File: src/rtl/hh_stream_pkg.sv
// hh_stream_pkg
// Shared definitions for the multi-channel hh streaming block.
// Holds the stream FSM state type, the frame header tag, the spike counter
// ceiling and the helper that sizes the channel pointer.
// Optional feature macro used by the top: HH_SPIKE_IRQ_EN.
package hh_stream_pkg;

  typedef enum logic [1:0] {
    ST_IDLE = 2'd0,
    ST_HDR  = 2'd1,
    ST_VB   = 2'd2,
    ST_CNT  = 2'd3
  } stream_state_t;

  localparam logic [3:0] HDR_TAG = 4'hA;
  localparam logic [7:0] CNT_MAX = 8'hFF;

  // Width of a channel index; a single channel still needs one bit.
  function automatic int ch_idx_width(input int n);
    return (n > 1) ? $clog2(n) : 1;
  endfunction

endpackage

File: src/rtl/hh_core.sv
// hh_core
// Compact integrate-and-reset neuron occupying the hh core slot: the membrane
// voltage rests at -64, integrates the stimulus current every cycle, and
// snaps back to rest once it reaches the peak of +32.
// Ports:
//   clk    system clock
//   rst_n  synchronous, active-low reset (voltage returns to rest)
//   i_stim 16-bit unsigned stimulus current
//   v      signed membrane voltage, V_WIDTH bits
module hh_core #(
  parameter int V_WIDTH = 16
) (
  input  logic                      clk,
  input  logic                      rst_n,
  input  logic [15:0]               i_stim,
  output logic signed [V_WIDTH-1:0] v
);

  localparam logic signed [V_WIDTH-1:0] V_REST = V_WIDTH'(-64);
  localparam logic signed [V_WIDTH-1:0] V_PEAK = V_WIDTH'(32);

  // Membrane update: reset after the peak, otherwise integrate the current.
  always_ff @(posedge clk) begin
    if (!rst_n) begin
      v <= V_REST;
    end else if (v >= V_PEAK) begin
      v <= V_REST;
    end else begin
      v <= v + $signed(V_WIDTH'(i_stim));
    end
  end

endmodule

File: src/rtl/hh_spike_detect.sv
// hh_spike_detect
// Per-channel upward threshold-crossing detector with a registered spike
// pulse and a saturating, clear-on-read spike counter.
// Ports:
//   clk, rst  clock and synchronous active-high reset
//   v         signed membrane voltage of this channel
//   clr       clear the counter (snapshot taken by the streamer this cycle)
//   spike     one-cycle spike pulse, one cycle after the crossing sample
//   cnt       saturating spike count
module hh_spike_detect
  import hh_stream_pkg::*;
#(
  parameter int                        V_WIDTH      = 16,
  parameter int                        CNT_WIDTH    = 8,
  parameter logic signed [V_WIDTH-1:0] SPIKE_THRESH = 16'sh0000
) (
  input  logic                      clk,
  input  logic                      rst,
  input  logic signed [V_WIDTH-1:0] v,
  input  logic                      clr,
  output logic                      spike,
  output logic [CNT_WIDTH-1:0]      cnt
);

  logic signed [V_WIDTH-1:0] v_prev;
  logic                      crossing;

  assign crossing = (v_prev < SPIKE_THRESH) && (v >= SPIKE_THRESH);

  // v_prev resets to the threshold itself so no spike can fire straight
  // out of reset. A crossing coinciding with a clear leaves the count at 1,
  // so that spike lands in the next snapshot instead of vanishing.
  always_ff @(posedge clk) begin
    if (rst) begin
      v_prev <= SPIKE_THRESH;
      spike  <= 1'b0;
      cnt    <= '0;
    end else begin
      v_prev <= v;
      spike  <= crossing;
      if (clr) begin
        cnt <= {{(CNT_WIDTH-1){1'b0}}, crossing};
      end else if (crossing && (cnt != CNT_MAX)) begin
        cnt <= cnt + 1'b1;
      end
    end
  end

endmodule

File: src/rtl/hh_array_stream.sv
// hh_array_stream
// NUM_CH hh cores, each fed by its own stimulus current register written
// through a valid/ready config port. Per-channel spikes are detected and
// counted; frames {header, voltage bytes MSB first, count} are streamed one
// byte at a time with backpressure.
// Ports:
//   clk, rst                    clock, synchronous active-high reset
//   cfg_valid/cfg_ready         config write handshake
//   cfg_ch, cfg_current         target channel and its stimulus current
//   cfg_err                     pulse on an accepted out-of-range write
//   stream_en                   enable frame streaming
//   out_data/out_valid/out_ready  byte stream with backpressure
//   spike                       per-channel one-cycle spike pulses
// Optional (macro HH_SPIKE_IRQ_EN): irq_flags, irq, irq_clr sticky spike
// interrupt flags with per-channel clear.
module hh_array_stream
  import hh_stream_pkg::*;
#(
  parameter int                        NUM_CH       = 4,
  parameter int                        I_WIDTH      = 8,
  parameter int                        V_WIDTH      = 16,
  parameter int                        CNT_WIDTH    = 8,
  parameter logic signed [V_WIDTH-1:0] SPIKE_THRESH = 16'sh0000
) (
  input  logic               clk,
  input  logic               rst,
  input  logic               cfg_valid,
  output logic               cfg_ready,
  input  logic [3:0]         cfg_ch,
  input  logic [I_WIDTH-1:0] cfg_current,
  output logic               cfg_err,
  input  logic               stream_en,
  output logic [7:0]         out_data,
  output logic               out_valid,
  input  logic               out_ready,
  output logic [NUM_CH-1:0]  spike
`ifdef HH_SPIKE_IRQ_EN
  ,
  output logic [NUM_CH-1:0]  irq_flags,
  output logic               irq,
  input  logic [NUM_CH-1:0]  irq_clr
`endif
);

  localparam int CW = ch_idx_width(NUM_CH);
  localparam int NB = V_WIDTH / 8;

  logic [I_WIDTH-1:0]        current_q [NUM_CH];
  logic signed [V_WIDTH-1:0] v_ch      [NUM_CH];
  logic [CNT_WIDTH-1:0]      cnt_ch    [NUM_CH];
  logic [NUM_CH-1:0]         clr_ch;
  logic                      cfg_fire;
  logic                      cfg_in_range;
  stream_state_t             state_q;
  stream_state_t             state_d;
  logic [CW-1:0]             ch_ptr;
  logic [CW-1:0]             ptr_d;
  logic [3:0]                byte_idx;
  logic [V_WIDTH-1:0]        v_sh;
  logic [CNT_WIDTH-1:0]      cnt_snap;
  logic                      fire;
  logic                      hdr_load;
  logic                      last_byte;

  assign cfg_fire     = cfg_valid & cfg_ready;
  assign cfg_in_range = ({1'b0, cfg_ch} < 5'(NUM_CH));
  assign fire         = out_valid & out_ready;

  // Config port: cfg_ready is registered so it reads 0 throughout reset and
  // rises on the first edge after. Out-of-range writes only raise cfg_err.
  always_ff @(posedge clk) begin
    if (rst) begin
      cfg_ready <= 1'b0;
      cfg_err   <= 1'b0;
      for (int i = 0; i < NUM_CH; i++) current_q[i] <= '0;
    end else begin
      cfg_ready <= 1'b1;
      cfg_err   <= cfg_fire & ~cfg_in_range;
      for (int i = 0; i < NUM_CH; i++) begin
        if (cfg_fire && cfg_in_range && (cfg_ch == 4'(i))) current_q[i] <= cfg_current;
      end
    end
  end

  // One core and one detector per channel; the streamer clears the counter
  // of whichever channel it is snapshotting.
  for (genvar g = 0; g < NUM_CH; g++) begin : g_ch
    assign clr_ch[g] = hdr_load && (ptr_d == CW'(g));

    hh_core #(.V_WIDTH(V_WIDTH)) u_core (
      .clk    (clk),
      .rst_n  (~rst),
      .i_stim (16'(current_q[g])),
      .v      (v_ch[g])
    );

    hh_spike_detect #(
      .V_WIDTH      (V_WIDTH),
      .CNT_WIDTH    (CNT_WIDTH),
      .SPIKE_THRESH (SPIKE_THRESH)
    ) u_det (
      .clk   (clk),
      .rst   (rst),
      .v     (v_ch[g]),
      .clr   (clr_ch[g]),
      .spike (spike[g]),
      .cnt   (cnt_ch[g])
    );
  end

  // Stream FSM state register.
  always_ff @(posedge clk) begin
    if (rst) state_q <= ST_IDLE;
    else     state_q <= state_d;
  end

  // Next state. hdr_load marks every entry into HDR; ptr_d is the channel
  // that frame will carry, so the snapshot and clear target the right one.
  always_comb begin
    state_d   = state_q;
    hdr_load  = 1'b0;
    ptr_d     = ch_ptr;
    last_byte = (byte_idx == 4'(NB - 1));
    unique case (state_q)
      ST_IDLE: begin
        if (stream_en) begin
          state_d  = ST_HDR;
          hdr_load = 1'b1;
        end
      end
      ST_HDR: if (fire) state_d = ST_VB;
      ST_VB:  if (fire && last_byte) state_d = ST_CNT;
      ST_CNT: begin
        if (fire) begin
          ptr_d = (ch_ptr == CW'(NUM_CH - 1)) ? '0 : ch_ptr + 1'b1;
          if (stream_en) begin
            state_d  = ST_HDR;
            hdr_load = 1'b1;
          end else begin
            state_d = ST_IDLE;
          end
        end
      end
      default: state_d = ST_IDLE;
    endcase
  end

  // Outputs are decoded from the state and the frame snapshot only, so each
  // byte holds steady while the sink stalls.
  always_comb begin
    out_valid = 1'b0;
    out_data  = '0;
    unique case (state_q)
      ST_HDR: begin
        out_valid = 1'b1;
        out_data  = {HDR_TAG, 4'(ch_ptr)};
      end
      ST_VB: begin
        out_valid = 1'b1;
        out_data  = v_sh[V_WIDTH-1 -: 8];
      end
      ST_CNT: begin
        out_valid = 1'b1;
        out_data  = cnt_snap;
      end
      default: ;
    endcase
  end

  // Frame datapath: the voltage is captured into a shift register that moves
  // up one byte per accepted VB byte, giving MSB-first order.
  always_ff @(posedge clk) begin
    if (rst) begin
      ch_ptr   <= '0;
      byte_idx <= '0;
      v_sh     <= '0;
      cnt_snap <= '0;
    end else begin
      ch_ptr <= ptr_d;
      if (hdr_load) begin
        v_sh     <= v_ch[ptr_d];
        cnt_snap <= cnt_ch[ptr_d];
        byte_idx <= '0;
      end else if ((state_q == ST_VB) && fire) begin
        v_sh     <= v_sh << 8;
        byte_idx <= last_byte ? 4'd0 : byte_idx + 4'd1;
      end
    end
  end

`ifdef HH_SPIKE_IRQ_EN
  // Sticky flags: a spike in the same cycle as its clear wins.
  always_ff @(posedge clk) begin
    if (rst) irq_flags <= '0;
    else     irq_flags <= (irq_flags & ~irq_clr) | spike;
  end

  assign irq = |irq_flags;
`endif

endmodule

File: config.mk
export PLATFORM = sky130hd
export DESIGN_NAME = hh_array_stream
export DESIGN_NICKNAME = d
export VERILOG_FILES = /design/src/rtl/hh_stream_pkg.sv /design/src/rtl/hh_core.sv /design/src/rtl/hh_spike_detect.sv /design/src/rtl/hh_array_stream.sv
export SDC_FILE = /design/constraint.sdc
export NUM_CORES = 1
export LEC_CHECK = 0
export CAP_MARGIN = 20
export CORE_ASPECT_RATIO = 1.75
export CORE_MARGIN = 1
export CORE_UTILIZATION = 60
export CTS_BUF_LIST = sky130_fd_sc_hd__clkbuf_4 sky130_fd_sc_hd__clkbuf_8
export DETAILED_ROUTE_END_ITERATION = 10
export HOLD_SLACK_MARGIN = 0.02
export PLACE_DENSITY = 0.78
export SLEW_MARGIN = 0
export SYNTH_ARGS = -nofsm -noshare
export SYNTH_HDL_FRONTEND = slang
export SYNTH_SLANG_ARGS = --single-unit
File: constraint.sdc
create_clock -name clk -period 4.4 [get_ports clk]
set_input_delay 0.44 -clock clk [delete_from_list [all_inputs] [get_ports clk]]
set_output_delay 0.44 -clock clk [all_outputs]
set_load 0.02 [all_outputs]
### Sizing map

Scale: 3 px per um.
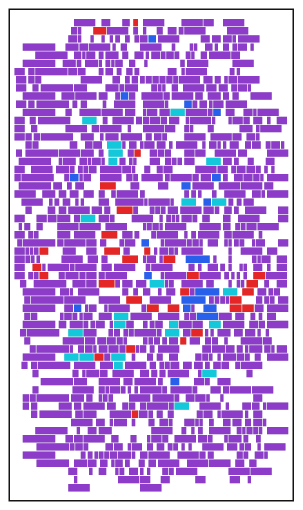
size	colour	cells	share
_0 and _1 cells	purple	895	93%
_6 and larger	cyan	23	2.4%
_2 cells	red	30	3.1%
_3 and _4 cells	blue	18	1.9%

### Congestion heat map

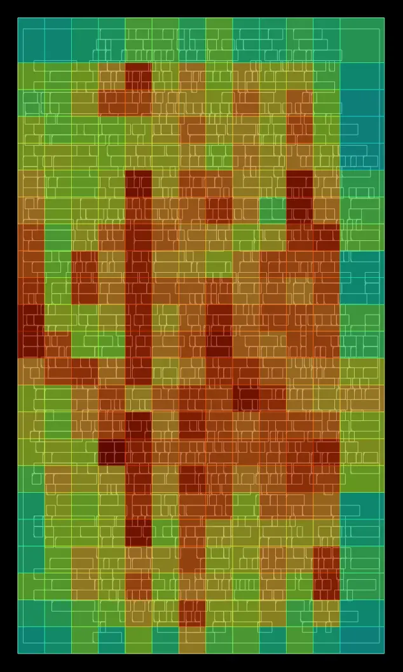
met3 Resource Use GR: 4.38%
GR peak layer: met2
GR Util met2: 52.7%
Final Util: 66.9%
met1 Usage GRT: 29.4%

==> power by group through the flow <==
stage / logic, mW / registers (mW) / clock network, mW
2_1_floorplan: 1.25 / 2.10 / 0
3_3_place_gp: 1.54 / 2.23 / 0
3_5_place_dp: 1.58 / 2.24 / 0
4_1_cts: 1.59 / 2.20 / 1.05
5_1_grt: 1.77 / 2.24 / 1.11
6_report: 1.60 / 2.21 / 1.04
==> kinds of logic (layout without fill, tap and decap cells) <==
| logic type | after synthesis | count (layout) | synth area share, % |
|---|---|---|---|
| muxes | 52 | 52 | 6.58 |
| buffers and inverters | 56 | 88 | 2.97 |
| DFF | 170 | 170 | 41.7 |
| xor gates and xnor gates | 47 | 47 | 4.61 |
| and+or+nand+nor | 332 | 332 | 19.5 |
| adders and majority gates | 46 | 46 | 6.79 |
| AOI/OAI and AO/OA | 231 | 231 | 17.8 |
==> area by class of cell <==
class | count | area [um2] | area share, %
well taps | 180 | 225 | 2.33
repair buffers | 36 | 343 | 3.55
inverters | 20 | 75.1 | 0.777
multi-input cells | 708 | 4930 | 51.0
clock inverters | 13 | 110 | 1.14
clock buffers | 19 | 255 | 2.64
flip-flops and latches | 170 | 3720 | 38.5
==> worst min-delay path, delay by kind of cell, from the launching register on <==
kind / cells / cell delay [ps]
flip-flops: 1 / 320
AND/OR/NAND/NOR: 1 / 60
AND-OR/OR-AND: 1 / 50
==> per-stage QoR <==
step | util, % | instance area, um2 | power, mW
detailed placement | 64.4 | 9300 | 3.81
global route | 66.9 | 9670 | 5.11
finish | 66.9 | 9670 | 4.85
floorplan | - | 8920 | 3.35
CTS | 66.9 | 9670 | 4.84
global placement | 64.4 | 9300 | 3.77
==> out/results.tsv <==
metric	value	unit
status	complete, no violations	
cts_resized	0	
report.final.slew_viol_count	0	
ant_nets	0	
drv_cap	0	
startpoint	state_q[1]	
yosys_cells	934	
area_leaders	dfxtp_1 31%, edfxtp_1 11%, ha_1 5.9%, mux2i_1 4.3%, nor2_1 3.6%	
r2r_cells	7	
hold_violations	0	
worst_slew_pin_slew	1060	ps
crit_end	v_sh[7]	
drive_gt1_share	7.35	%
p_seq_share	45.5	%
rrSetupSlack	1370	ps
rsz0062_at_grt	no	
nets	1016	
ys.flop_type	dfxtp_1	
ys_seq_share	41.7	%
finalSetupViolCount	0	
p_per_area	502	nW/um2
timing.rr.end	v_sh[7]	
Power is estimated from default activity; no workload was simulated.
